run_1/closeup.png
Region (18, 6) to (43, 31) um. Cells in gray, sequential cells in the stronger gray; small squares are vias.
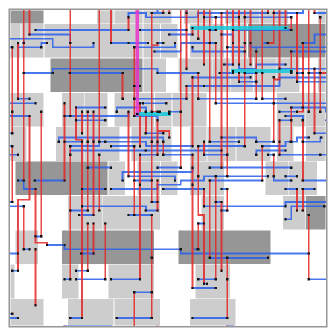
run_1/congestion_map.png
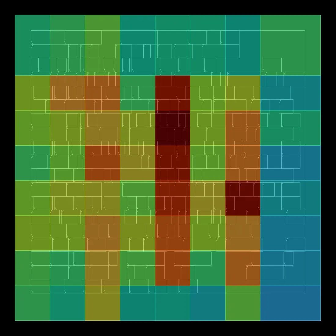
run_1/gates.png
Drawn at 4 px/um.
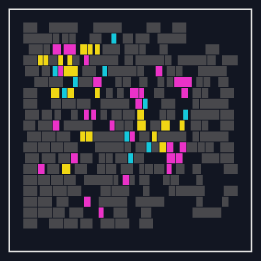
==> config.mk <==
export PLATFORM = sky130hd
export DESIGN_NAME = hazard_control_unit
export DESIGN_NICKNAME = d
export VERILOG_FILES = /design/src/rtl/cpu_ctrl_pkg.sv /design/src/rtl/sat_counter16.sv /design/src/rtl/hazard_control_unit.sv
export SDC_FILE = /design/constraint.sdc
export NUM_CORES = 1
export LEC_CHECK = 0
export CORE_MARGIN = 3
export CORE_UTILIZATION = 44
export CTS_BUF_LIST = sky130_fd_sc_hd__clkbuf_4 sky130_fd_sc_hd__clkbuf_8
export CTS_CLUSTER_DIAMETER = 100
export CTS_CLUSTER_SIZE = 14
export DETAILED_ROUTE_END_ITERATION = 8
export GPL_TIMING_DRIVEN = 0
export PLACE_DENSITY = 0.86
export SLEW_MARGIN = 20
export SYNTH_ARGS = -nofsm -noshare
export SYNTH_HDL_FRONTEND = slang
export SYNTH_SLANG_ARGS = --single-unit
==> constraint.sdc <==
create_clock -name clk -period 2.9 [get_ports clk]
set_clock_uncertainty 0.05 [all_clocks]
set_input_delay 0.29 -clock clk [delete_from_list [all_inputs] [get_ports clk]]
set_output_delay 0.29 -clock clk [all_outputs]
set_load 0.05 [all_outputs]
==> flow_metrics.tcl, run 1 <==
# yosys + openroad results
set metrics [dict create \
    outcome "finished clean" \
    wl_met2_um 1620 \
    ant_nets 0 \
    final_nets 255 \
    htreeDepth 1 \
    cts_tree "built" \
    arrival_ns 2.46 \
    cp.depth 8 \
    dieArea_sq_mm 0.00362 \
    crit_fanout 11 \
    dr_wl_met3_um 270 \
    synth_cells 168 \
    layout_top_cells "clkdlybuf4s50_1, dfxtp_1, o21ai_0" \
    worst_slew_pin_slew_ns 0.851 \
    post_cts_resized 11 \
    fp-utilization_pct 46.4 \
    n_fill_cell 249 \
    num_vias 1476 \
    rows 19 \
    crit_slowest_cell "clkdlybuf4s50_1" \
    coreArea_sq_mm 0.00278 \
    ys_seq_elements 21 \
    report.final.slew_viol_count 0 \
    synthArstFlopShare_pct 0 \
    clock_latency_ns 0.31 \
    grt_pass1_wl_um 5710 \
    io_pins 53 \
    warning_count 28 \
    worst_r2r_path_depth 6 \
    netlist_area_sq_mm 0.00129 \
    start_kind "primary input" \
    antenna_found_initial 0 \
    wl_met1_um 1460 \
    fp_nets 198 \
    cts-hold-fix-buffers 0 \
    fp.dieH_um 60.2 \
    ys_types 38 \
    via_per_inst 5.79 \
    largest_reg_flops 16 \
    aoi_share_pct 23.4 \
    power.total_mw 0.657 \
    finalCriticalPeriod_ns 2.80 \
    dp_slack_ns -0.716 \
    grt-ovfl-total 0 \
    cp_cell_sequence "clkdlybuf4s50_1 -> xor2_1 -> nor4_1 -> a2bb2o_1 -> o31ai_4 -> clkbuf_4 -> buf_4 -> clkdlybuf4s15_2" \
    crit_type "primary input to output port" \
    synthSimpleGateAreaFrac_pct 28.9 \
    hold_violations 0 \
    cts_root_buf "clkbuf_4" \
    grt_max_degree 13 \
    yosysWarnings 0 \
    drt-total-wl_um 3400 \
    slew-limit-headroom_pct 42.8 \
    logic_family "simple AND/OR/NAND/NOR gates" \
    end_kind "output port" \
    yosysCellCount 168 \
    ir_worst_vdd_uv 307 \
    syn_avg_cell_area_sq_um 7.69 \
    io_buffers 52 \
    path_buffers 4 \
    area_delta_synth_final_pct 46.7 \
    dr.pass1.iters 4 \
    maxCapViolations 0 \
    yosysChipArea_sq_mm 0.00129 \
    setup_violations 0 \
    min_path_type "register to register" \
    clk_pin_slew_ns 0.12 \
    fin_ws_ns 0.102 \
    reg2reg_slack_ns 0.46 \
    highest_layer "met4" \
    logic_area_sq_um 826 \
    fa_ha_area_share_pct 1.94 \
    ff_latch_area_sq_um 420 \
    rsz0062_at_grt "true" \
    powerDensity_mw_per_mm2 347 \
    required_ns 2.56 \
    drive_gt1_share_pct 8.04 \
    fin_crit_sh_pct 96.5 \
    power.leakage_nw 0.659 \
    crit_family "buffers and inverters" \
    place_inst 251 \
    grt_pass1_vias 1416 \
    synthMuxAreaShare_pct 0 \
    drt_iter0_drc 63 \
    cts_setup_buffers 0 \
    cts.sinks 21 \
    max_clock_freq_mhz 357 \
    gp_congestion 0.816 \
    die_w_um 60.2 \
    synthFlopType "dfxtp_1" \
    clock_path_buffers 2 \
    antenna_cells 0 \
    whs_ns 0.466 \
    ys_seq_share_pct 32.6 \
    min_path_cells 2 \
    xor_area_share_pct 8.14 \
    slowest_delay_ns 0.51 \
    place_hpwl_um 2720 \
    cts_buffers 3 \
    drc 0 \
    edf_count 0 \
]
Back to the opening pictures, closeup.png:
M1: in blue. M2: in red. M3: in cyan. M4: in magenta.
Most frequent: dfxtp_1 (5), nand3_1 (4), clkdlybuf4s50_1 (4). Sequential cells in the window: 5. 52 logic cells have their middle in the window.

Back to the opening pictures, congestion_map.png:
routed length per instance: 13.3 um
GRT Resource Usage Total: 20.3%
met3 Track Usage GR: 5.62%

Back to the opening pictures, gates.png:
nand cells: in magenta, cells 26. inv cells: in cyan, cells 10. nor cells: in yellow, cells 20.
combinational share of cell area: 43.6%
dominant logic cell type in the layout: clkdlybuf4s50_1
post-route insts no fill: 255

-- run 1: where the power goes --
group	internal [mW]	switching (mW)	leakage [nW]
clock	0.0516	0.0947	0.0177
combinational	0.0869	0.118	0.471
sequential	0.297	0.00901	0.170
total	0.436	0.222	0.659
-- run 1: stage by stage --
step / util [%] / area (sq um) / TNS [ns]
2_1_floorplan: - / 1290 / 0
3_3_place_gp: 66.5 / 1850 / -1.32
3_5_place_dp: 66.5 / 1850 / -1.44
4_1_cts: 68.0 / 1890 / -0.0467
5_1_grt: 68.1 / 1890 / -0.0673
6_report: 68.1 / 1890 / 0
-- run 1: logic make-up (layout without fill, tap and decap cells) --
| family | count (synthesis) | in the layout |
|---|---|---|
| buf+inv | 16 | 72 |
| flops | 21 | 21 |
| fa+ha+maj | 2 | 2 |
| xor+xnor | 12 | 12 |
| compound gates | 49 | 49 |
| simple gates | 68 | 68 |
-- run 1: synthesized netlist by cell type, types with 3 or more instances --
cell	n	area share, %
inv_1	9	2.6
o21ai_0	16	6.2
nor2_1	11	3.2
a21oi_1	15	5.8
nor3_1	6	2.3
o31ai_1	5	2.9
clkbuf_1	3	0.87
xnor2_1	8	5.4
xor2_1	4	2.7
or4_1	5	2.9
dfxtp_1	21	33
or3_1	12	5.8
nor4_1	3	1.5
nand2_1	9	2.6
and3_1	3	1.5
nand3_1	11	4.3
-- run 1: layer usage --
layer	track usage (%)	vias up
met1	23.5	673
li1	-	744
met2	35.0	54
met4	7.91	0
met3	5.62	5
met5	0	-
-- run 1: cell type report --
class | instances | share of cell area, %
buffer | 6 | 1.65
clock buffer | 3 | 1.19
clock inverter | 1 | 0.264
inverter | 10 | 1.98
multi-input combinational | 131 | 43.6
sequential | 21 | 22.2
tap | 31 | 2.05
timing repair buffer | 52 | 27.1
run_1/pinout.png
Drawn at 8 px/um. Pins as bars across the die edge, other pins in gray.
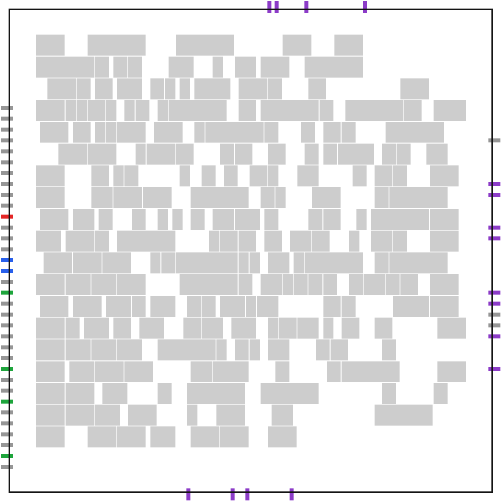

==> run 2, diff against run 1 <==
clock period = 2.6 ns   (was 2.9 ns; I/O delays follow)
run_2/pinout.png
Drawn at 8 px/um. Pins as bars across the die edge, other pins in gray.
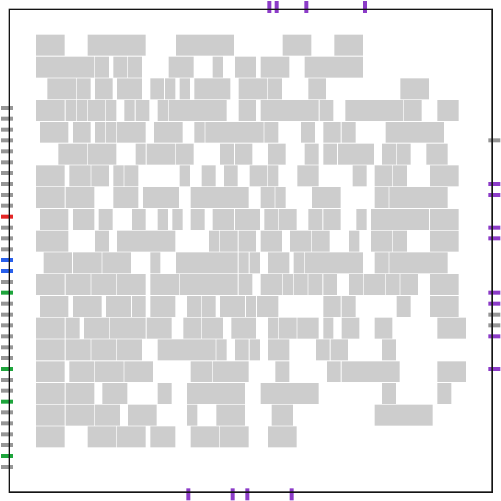
idex_bubble: in red, pins 1, direction output, edge left. ex_op1: in green, pins 4, direction input, edge left. stall_count: in purple, pins 16, direction output, edge 8 right, 4 bottom, 4 top. ex_regwrite: in blue, pins 2, direction input, edge left.
All pins by edge: 34 left, 11 right, 4 bottom, 4 top.
Die W: 60.2 um
Die Ht: 60.2 um
Port-buffer cells: 52

run_2/gates.png
Drawn at 4 px/um.
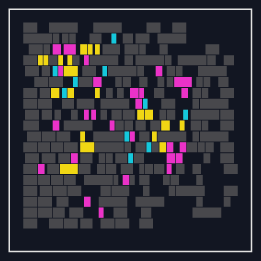
post-route insts no fill: 256
combinational share of cell area: 43.9%

==> run 2 against run 1 <==
Register-to-register slack got worse by 0.28 ns. Final cell count increased by 0.39%. Total power up 12%. Hold slack about the same. Clock power increased by about 10%. Largest power group unchanged. Highest routed layer unchanged.
==> flow_metrics.tcl, run 2 <==
# yosys + openroad results
set metrics [dict create \
    dr_wl_met3_um 287 \
    fp-utilization_pct 46.4 \
    yosysWarnings 0 \
    netlist_area_sq_mm 0.00129 \
    start_kind "primary input" \
    outcome "finished clean" \
    path_buffers 2 \
    n_fill_cell 250 \
    crit_family "buffers and inverters" \
    cts_buffers 3 \
    grt_pass1_wl_um 5710 \
    clk_pin_slew_ns 0.12 \
    ys_types 38 \
    worst_r2r_path_depth 9 \
    required_ns 2.29 \
    power.leakage_nw 0.654 \
    wl_met2_um 1620 \
    coreArea_sq_mm 0.00278 \
    grt_util_all_layers_pct 20.3 \
    top_cell "dfxtp_1" \
    drt-total-wl_um 3370 \
    area_delta_synth_final_pct 47.6 \
    ys_seq_elements 21 \
    via_per_inst 5.77 \
    cp_cell_sequence "clkdlybuf4s50_1 -> xor2_1 -> nor4_2 -> o2bb2ai_1 -> nor2_1 -> a41o_1 -> clkdlybuf4s15_2" \
    reg2reg_slack_ns 0.18 \
    antenna_found_initial 0 \
    powerDensity_mw_per_mm2 386 \
    yosysCellCount 168 \
    synth_cells 168 \
    largest_area_cell "dfxtp_1" \
    cts_tree "built" \
    dieArea_sq_mm 0.00362 \
    synthTopCellsByArea "dfxtp_1, o21ai_0, a21oi_1, or3_1, xnor2_1" \
    crit_slowest_cell "clkdlybuf4s50_1" \
    dr.pass1.iters 4 \
    antenna_cells 0 \
    yosys-top-cells-count "dfxtp_1, o21ai_0, a21oi_1" \
    wl_met1_um 1410 \
    place_hpwl_um 2720 \
    cts.sinks 21 \
    cts_root_buf "clkbuf_4" \
    netlist.area_leader.share_pct 32.6 \
    utilization_pct 68.5 \
    crit_fanout 3 \
    setup_violations 0 \
    fin_crit_sh_pct 95.6 \
    drc 0 \
    rows 19 \
    clock_path_buffers 2 \
    routedWlPerCell_um 13.2 \
    report.final.slew_viol_count 0 \
    maxCapViolations 0 \
    htreeDepth 1 \
    mostFrequentLayoutCell "clkdlybuf4s50_1" \
    drt_iter0_drc 95 \
    worst_slew_pin_slew_ns 0.612 \
    crit_type "primary input to output port" \
    io_pins 53 \
    grt-ovfl-total 0 \
]
run 2: final cells by class:
| class | instances | area (sq um) | area share, % |
|---|---|---|---|
| Clock buffer | 3 | 22.5 | 1.18 |
| Timing Repair Buffer | 53 | 513 | 26.9 |
| Buffer | 6 | 31.3 | 1.64 |
| Tap cell | 31 | 38.8 | 2.04 |
| Multi-Input combinational cell | 131 | 837 | 43.9 |
| Sequential cell | 21 | 420 | 22.1 |
| Inverter | 10 | 37.5 | 1.97 |
| Clock inverter | 1 | 5.00 | 0.263 |
run 2: timing repair:
| action | in CTS | in global routing |
|---|---|---|
| gates resized | 23 | 7 |
| buffers inserted | 0 | 1 |
| endpoints found under the setup margin | 7 | 14 |
| hold buffers | 0 | 0 |
run 2: report_power, final:
part	leakage (nW)	switching (mW)	internal, mW
registers	0.170	0.0101	0.331
clock network	0.0177	0.105	0.0575
logic	0.466	0.133	0.0983
run 2: kinds of logic (layout without fill, tap and decap cells):
group,after synthesis,count (layout),share of synthesized area (%)
and+or+nand+nor,68,68,28.9
AOI/OAI and AO/OA,49,49,23.4
DFF,21,21,32.6
buffers and inverters,16,73,5.14
xor gates and xnor gates,12,12,8.14
adders and majority gates,2,2,1.94
run 2: per-layer routing:
metal	track usage [%]	vias up
li1	-	741
met1	23.4	672
met2	35.0	60
met3	5.83	5
met4	7.91	0
met5	0	-
run 2: through the flow:
step | instances | setup TNS [ns] | instance area (sq um) | total power, mW | setup slack [ns]
5_1_grt | 256 | -0.0125 | 1910 | 0.777 | -0.0125
6_report | 256 | 0 | 1910 | 0.736 | 0.114
3_5_place_dp | 251 | -4.10 | 1850 | 0.576 | -0.956
2_1_floorplan | 168 | 0 | 1290 | 0.478 | 0.118
4_1_cts | 255 | 0 | 1890 | 0.741 | 0.0319
3_3_place_gp | 251 | -3.33 | 1850 | 0.571 | -0.911
Power figures rest on the tool's default switching activity, not on a simulated workload.
